Figure 1. PDN straps and rails (run 1).
Pins as bars on the die edge.
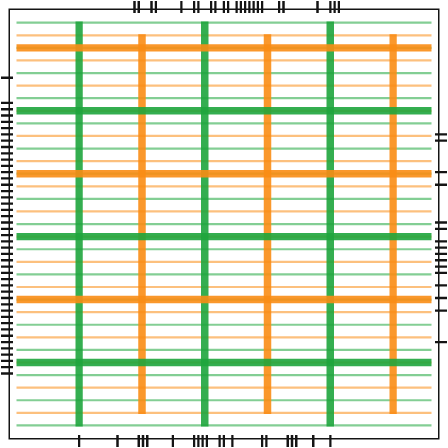
Figure 2. Gate-type map (run 1).
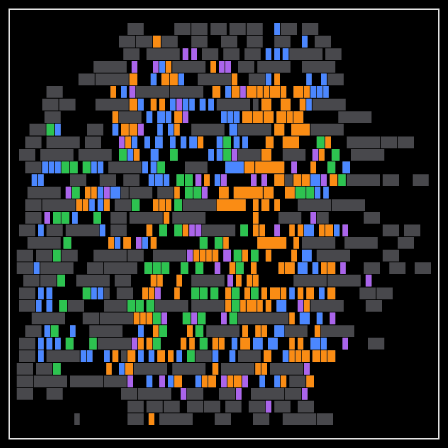
Figure 3. Sequential cells coloured by netlist name (run 1).
Other sequential cells in the stronger grey, the rest of the logic in the fainter grey.
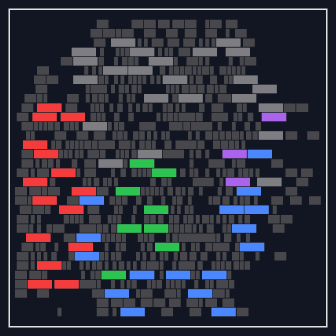
## src/rtl/mem_lsu16_if.sv

```systemverilog
// CPU/BRAM bus for mem_lsu16. The slave modport is the load/store unit's view;
// the master modport is the view of its environment (CPU request side plus the
// BRAM data return).
// Optional feature macro: MEM_LSU16_SIGN_EXT_EN adds the sext request field.
interface mem_lsu16_if;
  logic        req;
  logic        we;
  logic        size;
  logic [15:0] addr;
  logic [15:0] wdata;
  logic [15:0] rdata;
  logic        ack;
  logic        err;
  logic        busy;
  logic [15:0] ram_a;
  logic [15:0] ram_do;
  logic        ram_we;
  logic [15:0] ram_di;
`ifdef MEM_LSU16_SIGN_EXT_EN
  logic        sext;

  modport slave (
    input  req, we, size, addr, wdata, sext, ram_di,
    output rdata, ack, err, busy, ram_a, ram_do, ram_we
  );
  modport master (
    output req, we, size, addr, wdata, sext, ram_di,
    input  rdata, ack, err, busy, ram_a, ram_do, ram_we
  );
`else
  modport slave (
    input  req, we, size, addr, wdata, ram_di,
    output rdata, ack, err, busy, ram_a, ram_do, ram_we
  );
  modport master (
    output req, we, size, addr, wdata, ram_di,
    input  rdata, ack, err, busy, ram_a, ram_do, ram_we
  );
`endif
endinterface

```

## src/rtl/mem_lsu16.sv

```systemverilog
// mem_lsu16: byte/word load-store unit in front of a 16-bit synchronous BRAM
// (1-cycle read latency, no byte enables). Byte stores are read-modify-write.
// Misaligned word accesses and addresses above adr_width bits are rejected
// without a BRAM write.
// Optional feature macro: MEM_LSU16_SIGN_EXT_EN (sign-extending byte loads).
module mem_lsu16 #(
  parameter int adr_width = 11
) (
  input logic         sys_clk,
  input logic         sys_rst,
  mem_lsu16_if.slave  bus
);

  typedef enum logic [2:0] {IDLE, RD_ADDR, RD_DATA, WR, RESP} state_t;

  state_t      state_q;
  logic        we_q;
  logic        size_q;
  logic        lane_q;       // addr[0] of the accepted request
  logic [7:0]  wbyte_q;      // wdata[7:0] of the accepted request
  logic        sext_q;
  logic [15:0] rdata_q;
  logic [15:0] ram_a_q;
  logic [15:0] ram_do_q;
  logic        ram_we_q;
  logic        ack_q;
  logic        err_q;
  logic        busy_q;

  logic        req_err;
  logic [7:0]  rd_byte;
  logic [15:0] rdata_d;
  logic [15:0] ram_do_d;

  // Request check, load extraction and byte-store merge from current inputs.
  always_comb begin
    // NOTE: every always_comb output gets a default first so no latch is inferred.
    req_err  = 1'b0;
    rd_byte  = 8'h00;
    rdata_d  = 16'h0000;
    ram_do_d = 16'h0000;

    req_err  = (bus.size & bus.addr[0]) | ((bus.addr >> adr_width) != 16'd0);
    rd_byte  = lane_q ? bus.ram_di[15:8] : bus.ram_di[7:0];
    rdata_d  = size_q ? bus.ram_di : {{8{sext_q & rd_byte[7]}}, rd_byte};
    ram_do_d = lane_q ? {wbyte_q, bus.ram_di[7:0]} : {bus.ram_di[15:8], wbyte_q};
  end

`ifndef MEM_LSU16_SIGN_EXT_EN
  assign sext_q = 1'b0;
`endif

  // Access FSM with registered outputs.
  always_ff @(posedge sys_clk) begin
    // NOTE: sequential state uses non-blocking assignments so every register
    // samples the pre-edge values regardless of statement order.
    if (sys_rst) begin
      state_q  <= IDLE;
      we_q     <= 1'b0;
      size_q   <= 1'b0;
      lane_q   <= 1'b0;
      wbyte_q  <= 8'h00;
`ifdef MEM_LSU16_SIGN_EXT_EN
      sext_q   <= 1'b0;
`endif
      rdata_q  <= 16'h0000;
      ram_a_q  <= 16'h0000;
      ram_do_q <= 16'h0000;
      ram_we_q <= 1'b0;
      ack_q    <= 1'b0;
      err_q    <= 1'b0;
      busy_q   <= 1'b0;
    end else begin
      ack_q    <= 1'b0;
      ram_we_q <= 1'b0;
      case (state_q)
        IDLE: begin
          if (bus.req) begin
            we_q    <= bus.we;
            size_q  <= bus.size;
            lane_q  <= bus.addr[0];
            wbyte_q <= bus.wdata[7:0];
`ifdef MEM_LSU16_SIGN_EXT_EN
            sext_q  <= bus.sext;
`endif
            ram_a_q <= {bus.addr[15:1], 1'b0};
            busy_q  <= 1'b1;
            if (req_err) begin
              state_q <= RESP;
              ack_q   <= 1'b1;
              err_q   <= 1'b1;
              rdata_q <= 16'h0000;
            end else if (bus.we && bus.size) begin
              state_q  <= WR;
              ram_we_q <= 1'b1;
              ram_do_q <= bus.wdata;
            end else begin
              state_q <= RD_ADDR;
            end
          end
        end
        RD_ADDR: state_q <= RD_DATA;
        RD_DATA: begin
          if (we_q) begin
            // Byte store: the read word with one lane replaced goes back out.
            ram_do_q <= ram_do_d;
            ram_we_q <= 1'b1;
            state_q  <= WR;
          end else begin
            rdata_q <= rdata_d;
            ack_q   <= 1'b1;
            state_q <= RESP;
          end
        end
        WR: begin
          ack_q   <= 1'b1;
          state_q <= RESP;
        end
        RESP: begin
          err_q   <= 1'b0;
          busy_q  <= 1'b0;
          state_q <= IDLE;
        end
        default: begin
          busy_q  <= 1'b0;
          state_q <= IDLE;
        end
      endcase
    end
  end

  assign bus.rdata  = rdata_q;
  assign bus.ack    = ack_q;
  assign bus.err    = err_q;
  assign bus.busy   = busy_q;
  assign bus.ram_a  = ram_a_q;
  assign bus.ram_do = ram_do_q;
  assign bus.ram_we = ram_we_q;

endmodule

```

## src/flat_wrapper.sv

```systemverilog
// flat-port wrapper written by rule: the top's interface ports become plain ports
module mem_lsu16_flat 
#(
  parameter int adr_width = 11
)
  (sys_clk, sys_rst, bus_req, bus_we, bus_size, bus_addr, bus_wdata, bus_ram_di, bus_rdata, bus_ack, bus_err, bus_busy, bus_ram_a, bus_ram_do, bus_ram_we);
  mem_lsu16_if bus_i ();
  input logic sys_clk;
  input logic sys_rst;
  input wire logic [$bits(bus_i.req)-1:0] bus_req;
  input wire logic [$bits(bus_i.we)-1:0] bus_we;
  input wire logic [$bits(bus_i.size)-1:0] bus_size;
  input wire logic [$bits(bus_i.addr)-1:0] bus_addr;
  input wire logic [$bits(bus_i.wdata)-1:0] bus_wdata;
  input wire logic [$bits(bus_i.ram_di)-1:0] bus_ram_di;
  output wire logic [$bits(bus_i.rdata)-1:0] bus_rdata;
  output wire logic [$bits(bus_i.ack)-1:0] bus_ack;
  output wire logic [$bits(bus_i.err)-1:0] bus_err;
  output wire logic [$bits(bus_i.busy)-1:0] bus_busy;
  output wire logic [$bits(bus_i.ram_a)-1:0] bus_ram_a;
  output wire logic [$bits(bus_i.ram_do)-1:0] bus_ram_do;
  output wire logic [$bits(bus_i.ram_we)-1:0] bus_ram_we;
  assign bus_i.req = bus_req;
  assign bus_i.we = bus_we;
  assign bus_i.size = bus_size;
  assign bus_i.addr = bus_addr;
  assign bus_i.wdata = bus_wdata;
  assign bus_i.ram_di = bus_ram_di;
  assign bus_rdata = bus_i.rdata;
  assign bus_ack = bus_i.ack;
  assign bus_err = bus_i.err;
  assign bus_busy = bus_i.busy;
  assign bus_ram_a = bus_i.ram_a;
  assign bus_ram_do = bus_i.ram_do;
  assign bus_ram_we = bus_i.ram_we;
  mem_lsu16 #(.adr_width(adr_width)) u_core (.sys_clk(sys_clk), .sys_rst(sys_rst), .bus(bus_i));
endmodule
```

## config.mk

```make
export PLATFORM = sky130hd
export DESIGN_NAME = mem_lsu16_flat
export DESIGN_NICKNAME = d
export VERILOG_FILES = /design/src/rtl/mem_lsu16_if.sv /design/src/rtl/mem_lsu16.sv /design/src/flat_wrapper.sv
export SDC_FILE = /design/constraint.sdc
export NUM_CORES = 1
export LEC_CHECK = 0
export ABC_AREA = 1
export ABC_CLOCK_PERIOD_IN_PS = 3400
export CAP_MARGIN = 20
export CORE_UTILIZATION = 40
export DETAILED_ROUTE_END_ITERATION = 6
export PLACE_DENSITY = 0.8
export SYNTH_ARGS = -nofsm -noshare
export SYNTH_HDL_FRONTEND = slang
export SYNTH_SLANG_ARGS = --single-unit
```

## constraint.sdc

```tcl
create_clock -name sys_clk -period 3.4 [get_ports sys_clk]
set_input_delay 0.51 -clock sys_clk [delete_from_list [all_inputs] [get_ports sys_clk]]
set_output_delay 0.51 -clock sys_clk [all_outputs]
set_load 0.005 [all_outputs]
```

==> Slide: Implementation Results, run 1 <==
Synthesis and Place & Route Summary

Outcome
  • Run status: completed

Power and ir drop
  • Total power draw: 1823 uW
  • Power Sequential: about 840 uW
  • Power of the clock network: around 650 uW
  • Power per standard cell area: between 400 and 500 nW/um^2
  • Largest Pwr Group: registers
  • Reported leakage power: 0.001966 uW
  • P_sw: 492.4 uW
  • Switching part of the total: 27.01%
  • Highest ir drop seen on vdd: about 0.25 mV
  • Portion of total power attributed to the clock network: ~36%
  • Cell-internal power: 1331 uW

Synth
  • #FFs+latches synth: 65
  • Flip-flop cell with the highest count after synthesis: sky130_fd_sc_hd__dfxtp_1
  • Cell total in the yosys stat output: 495
  • Net count after synthesis: 548
  • Most used standard cells in the synthesized netlist: 107 x sky130_fd_sc_hd__nand2_1, 100 x sky130_fd_sc_hd__nor2_1, 65 x sky130_fd_sc_hd__dfxtp_1
  • Avg Synthesized Cell Area: between 6 and 7 sq um

Final timing
  • Fmax: 441.2 MHz
  • Cycle use final: 66.66%
  • Total of endpoints with negative setup slack in the final report: 0
  • Worst hold margin: 0.4669 ns
  • Crit path setup slack, layout: 1.134 ns
  • Number of hold violations in the final report: 0
  • Final setup TNS: 0 ns

Final layout
  • Share of final-layout standard cells stronger than drive strength 1: 7.653%
  • Number of filler instances in the final layout: roughly 750
  • Proportion of final cell area spent on non-clock buffers: a little under a quarter

Clock tree
  • Post-cts resize count: 0
  • Maximum buffer depth of the clock tree: 2
  • Worst skew pair latency: 0.34 ns
  • Hold-fix buffers at CTS: 0
  • Buffers inserted during post-CTS setup optimization: 0

Global route
  • Initial antenna violation count: 0
  • Via count of the first global-routing pass: 3274
  • Global-route usage over all layers: 22.23%

Min path
  • Worst Hold Launch: u_core.bus.err

Worst setup path
  • Depth of the worst register-to-register path: 6
  • Maximum fanout along the worst path: 35
  • Count of buffer and inverter cells on the critical path: 1
  • R2r setup slk: 1.13 ns
  • CP startpoint: u_core.state_q[0]
  • Worst setup SP type: register
  • Timing endpoint of the critical path: u_core.lane_q
  • Kind of cell with the highest combined delay on the critical path: simple AND/OR/NAND/NOR gates

Floorplanning
  • Total die size: approximately 8600 sq um
  • I/O pin count: 105
  • Tap cell instance count: approximately 100
  • Number of rows in the core area: 32

Place
  • Placed cell count: between 600 and 700
  • Placer congestion estimate: 0.8847
  • DP Worst Slack: 1.022 ns

Routing
  • DRT antenna net count: 0
  • Total vias in the final route: 3454
  • Pre-Repair DR Iteration Count: 5
  • Total Wirelength: 9.253 mm

Run
  • Number of warnings the tools reported: 26
About Figure 1:
| colour | net |
|---|---|
| orange | VDD |
| green | VSS |
met4 straps: 6
rows: 32
met5 straps: 6
signal pins: 105

About Figure 2:
| colour | family | cells |
|---|---|---|
| blue | nor cells | 119 |
| orange | nand cells | 165 |
| green | aoi and oai cells | 65 |
| purple | inv cells | 53 |

About Figure 3:
| colour | netlist name | placed flops |
|---|---|---|
| green | `u_core.wbyte_q` | 8 |
| blue | `u_core.bus.ram_do` | 16 |
| purple | `u_core.state_q` | 3 |
| red | `u_core.bus.ram_a` | 15 |

==> run 1: layer usage <==
| metal | part of all wire, % | global-route usage, % | vias up |
|---|---|---|---|
| li1 | - | - | 1726 |
| met1 | 42 | 26.80 | 1552 |
| met2 | 47 | 36.11 | 144 |
| met3 | 8.1 | 6.076 | 32 |
| met4 | 3.3 | 11.33 | 0 |
| met5 | 0 | 0 | - |
==> run 1: placed cells by master, fill, tap and decap left out <==
cell type and n:
sky130_fd_sc_hd__a21oi_1 20, sky130_fd_sc_hd__a31oi_1 1, sky130_fd_sc_hd__buf_4 1, sky130_fd_sc_hd__bufinv_16 1
sky130_fd_sc_hd__clkbuf_1 3, sky130_fd_sc_hd__clkbuf_8 10, sky130_fd_sc_hd__clkdlybuf4s50_1 103, sky130_fd_sc_hd__clkinv_2 3
sky130_fd_sc_hd__conb_1 1, sky130_fd_sc_hd__dfxtp_1 65, sky130_fd_sc_hd__inv_1 49, sky130_fd_sc_hd__inv_2 3
sky130_fd_sc_hd__nand2_1 107, sky130_fd_sc_hd__nand2_2 9, sky130_fd_sc_hd__nand2_4 1, sky130_fd_sc_hd__nand3_1 31
sky130_fd_sc_hd__nand3_2 1, sky130_fd_sc_hd__nand3_4 4, sky130_fd_sc_hd__nand4_1 12, sky130_fd_sc_hd__nor2_1 100
sky130_fd_sc_hd__nor2_2 11, sky130_fd_sc_hd__nor2_4 1, sky130_fd_sc_hd__nor3_1 7, sky130_fd_sc_hd__o21ai_0 42
sky130_fd_sc_hd__o21ai_1 2
==> run 1: cell families (layout without fill, tap and decap cells) <==
logic type	after synthesis	count (layout)	share of synthesized area (%)
and+or+nand+nor	284	284	38.76
buffers and inverters	80	173	11.45
AOI/OAI and AO/OA	65	65	9.966
DFF	65	65	39.71
other	1	1	0.1144
Figure 4. Layout detail (run 1).
Window x 0 to 50, y 43 to 93 um. Cells in grey, sequential cells in the stronger grey; small squares are vias.
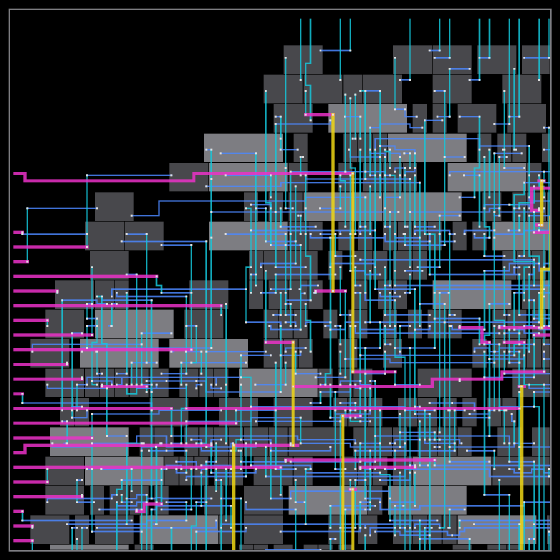

## Run 2: what changed since run 1
Settings changed: ABC_CLOCK_PERIOD_IN_PS 3400 to 2000, PLACE_DENSITY 0.8 to 0.83.
Clock period 3.4 ns to 2 ns, I/O delays scaled along.
Figure 5. Layout detail (run 2).
Window x 0 to 50, y 43 to 93 um. Cells in grey, sequential cells in the stronger grey; small squares are vias.
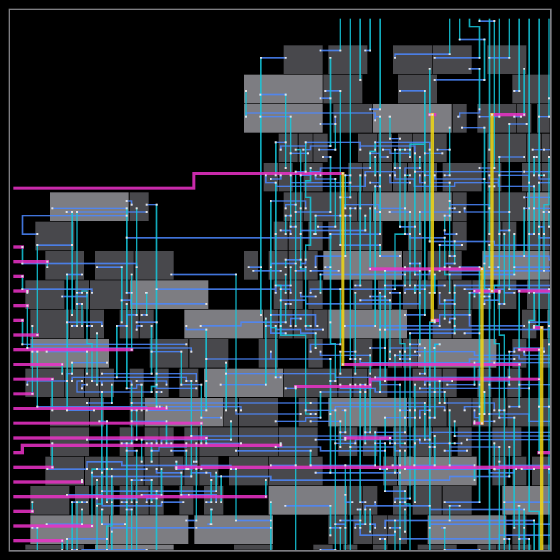
| colour | layer |
|---|---|
| cyan | metal 2 |
| magenta | metal 3 |
| blue | metal 1 |
| yellow | metal 4 |
sequential cells in the window: 22
cells with their middle in the window: 193
netlist names of flops here include: `u_core.bus.rdata` (9), `u_core.bus.ram_a` (7), `u_core.wbyte_q` (3)
most frequent: nor2_1 (47), clkdlybuf4s50_1 (35)

Figure 6. PDN straps and rails (run 2).
Pins as bars on the die edge.
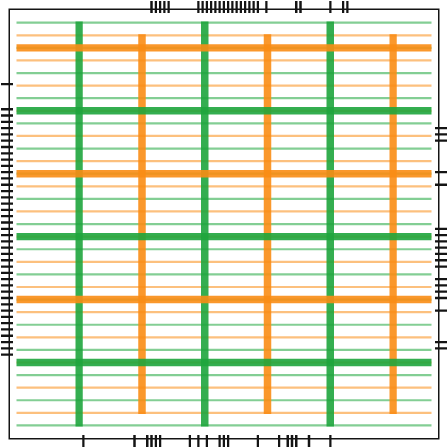
| colour | net |
|---|---|
| orange | VDD |
| green | VSS |
signal pins: 105
met1 rails: 33
met5 straps: 6

==> run 2 against run 1 <==
  * Via count decreased by 2.8%
  * Non-clock buffer count up 7
  * Final area grew 1.1%
  * Critical path type unchanged
  * Flip-flop count stayed put
  * Die area unchanged
  * Critical path depth unchanged
  * Utilization is 0.64 points higher
  * Global-route usage fell by 0.41 points
  * Sequential share of layout area down 0.32 points
  * Largest power group unchanged
==> Slide: Implementation Results, run 2 <==
Synthesis and Place & Route Summary

Final layout
  • Share of final-layout standard cells stronger than drive strength 1: 8.923% (+1.3 points)
  • Most frequent cells in the layout: 107 x sky130_fd_sc_hd__nand2_1, 103 x sky130_fd_sc_hd__clkdlybuf4s50_1, 100 x sky130_fd_sc_hd__nor2_1
  • Top cell excl fill/tap: sky130_fd_sc_hd__nand2_1
  • Final Instance Area: 4507 sq um
  • Number of filler instances in the final layout: 737 (-2.0%)
  • P&R area growth vs syn: 37.53%

Global route
  • Global-route usage over all layers: 21.81% (-0.41 points)
  • Residual overflow from global routing: 0
  • Met1 Use GR: 26.99% (+0.18 points)
  • Met3 Usage GRT: 6.322% (+0.25 points)
  • Via count of the first global-routing pass: 3146 (-3.9%)
  • Initial antenna violation count: 0 (unchanged)
  • Global-route met2 utilization: 36.11% (unchanged)
  • Most used routing layer in global routing: met2

Clock tree
  • Maximum buffer depth of the clock tree: 2 (unchanged)
  • Sinks on the clock net: around 65
  • Clock slew at the register clock pins of the worst setup and hold paths: 0.07 ns
  • Buffers inserted during post-CTS setup optimization: 0 (unchanged)
  • Hold-fix buffers at CTS: 0 (unchanged)
  • Post-cts resize count: 0 (unchanged)
  • Worst skew pair latency: 0.33 ns (about the same)

Final timing
  • Total of endpoints with negative setup slack in the final report: 0 (unchanged)
  • Final setup TNS: 0 ns (unchanged)
  • Fmax: 598.2 MHz (+36%)
  • Worst hold margin: 0.4679 ns (+0.0009890 ns)
  • Cycle use final: 83.59% (+17 points)
  • Number of hold violations in the final report: 0 (unchanged)
  • Crit path setup slack, layout: 0.3283 ns (-0.8053 ns)

Synth
  • Warnings from Yosys: 0
  • #FFs+latches synth: 65 (unchanged)
  • Avg Synthesized Cell Area: 6.620 sq um (unchanged)
  • Flip-flop cell with the highest count after synthesis: sky130_fd_sc_hd__dfxtp_1
  • Number of synthesized flops with an enable pin: 0
  • Post-synthesis async set-or-reset flop share: 0%
  • Net count after synthesis: 548 (unchanged)
  • Most used standard cells in the synthesized netlist: 107 x sky130_fd_sc_hd__nand2_1, 100 x sky130_fd_sc_hd__nor2_1, 65 x sky130_fd_sc_hd__dfxtp_1
  • Proportion of netlist area held by the largest area contributor: between 30% and 40%
  • Synthesis area per yosys: 3277 sq um
  • Cell total in the yosys stat output: 495 (unchanged)

Worst setup path
  • Kind of cell with the highest combined delay on the critical path: simple AND/OR/NAND/NOR gates
  • Worst setup SP type: register
  • Count of buffer and inverter cells on the critical path: 0 (-1)
  • Cell with the biggest individual delay on the critical path: sky130_fd_sc_hd__dfxtp_1
  • Maximum fanout along the worst path: 24 (-31%)

Run
  • Number of maximum-capacitance constraint violations: 0
  • Number of warnings the tools reported: 26 (unchanged)

Routing
  • Top metal layer carrying routed signals: met4
  • Total vias in the final route: 3359 (-2.8%)
  • Pre-Repair DR Iteration Count: 4 (-1)
  • DRT antenna net count: 0 (unchanged)
  • Detailed router's first-iteration violation count: 214
  • Total Wirelength: 8.963 mm (-3.1%)
  • Wire length on met2: 4.273 mm (-0.90%)
  • Met3 WL: 667 um (-11%)
  • Routed metal-1 wirelength: 3.896 mm (+0.15%)
  • Per-cell via count in the routed design: 4.826

Place
  • Placer congestion estimate: 0.8924 (+0.87%)
  • IO buf count: around 100
  • Placed cell count: 681 (+1.0%)
  • DP Worst Slack: 0.1527 ns (-0.8694 ns)

Power and ir drop
  • Reported leakage power: 0.001997 uW (+1.6%)
  • Total power draw: 3033 uW (+66%)
  • Power per standard cell area: 672.9 nW/um^2 (+65%)
  • Highest ir drop seen on vdd: 0.3700 mV (+49%)

Outcome
  • Run status: completed

Floorplanning
  • I/O pin count: 105 (unchanged)
  • Number of rows in the core area: 32 (unchanged)
  • Initial core utilization: 41.97%
  • Total die size: 8558 sq um (unchanged)
-- run 2: netlist changes by cell type in the layout (fill, tap and decap cells not counted) --
cell,delta
sky130_fd_sc_hd__nor2_2,-1
sky130_fd_sc_hd__bufinv_16,-1
sky130_fd_sc_hd__clkbuf_1,-2
sky130_fd_sc_hd__buf_4,+7
sky130_fd_sc_hd__clkbuf_8,+2
sky130_fd_sc_hd__clkinvlp_4,+1
sky130_fd_sc_hd__clkinv_2,-1
sky130_fd_sc_hd__nor2_4,+1
-- run 2: logic make-up after synthesis --
| logic type | synth area share [%] |
|---|---|
| other | 0.1144 |
| buffers and inverters | 11.45 |
| and+or+nand+nor | 38.76 |
| DFF | 39.71 |
| AOI/OAI and AO/OA | 9.966 |
-- run 2: layout make-up --
type,instances,area [sq um],share of cell area [%]
Clock buffer,13,168.9,3.748
Clock inverter,2,12.51,0.2776
Inverter,53,200.2,4.442
Multi-Input combinational cell,350,1605,35.62
Sequential cell,65,1301,28.87
Tap cell,102,127.6,2.832
Timing Repair Buffer,111,1091,24.21
-- run 2: worst paths after layout --
path                                         from                    to  slack (ns)  cells after the start
worst min-delay path            u_core.wbyte_q[6]     u_core.wbyte_q[6]        0.47                      2
worst min register to register  u_core.wbyte_q[6]     u_core.wbyte_q[6]        0.47                      2
worst max register to register  u_core.state_q[0]  u_core.bus.ram_do[5]        0.33                      6
worst max-delay path            u_core.state_q[0]  u_core.bus.ram_do[5]        0.33                      6
-- run 2: report_power, final --
group,total (uW),switching (uW),internal (uW),leakage (uW)
sequential,1420,41.5,1370,0.000533
clock,1030,485,544,0.0000915
combinational,588,297,291,0.00137
total,3030,824,2210,0.00200
Power figures rest on the tool's default switching activity, not on a simulated workload.
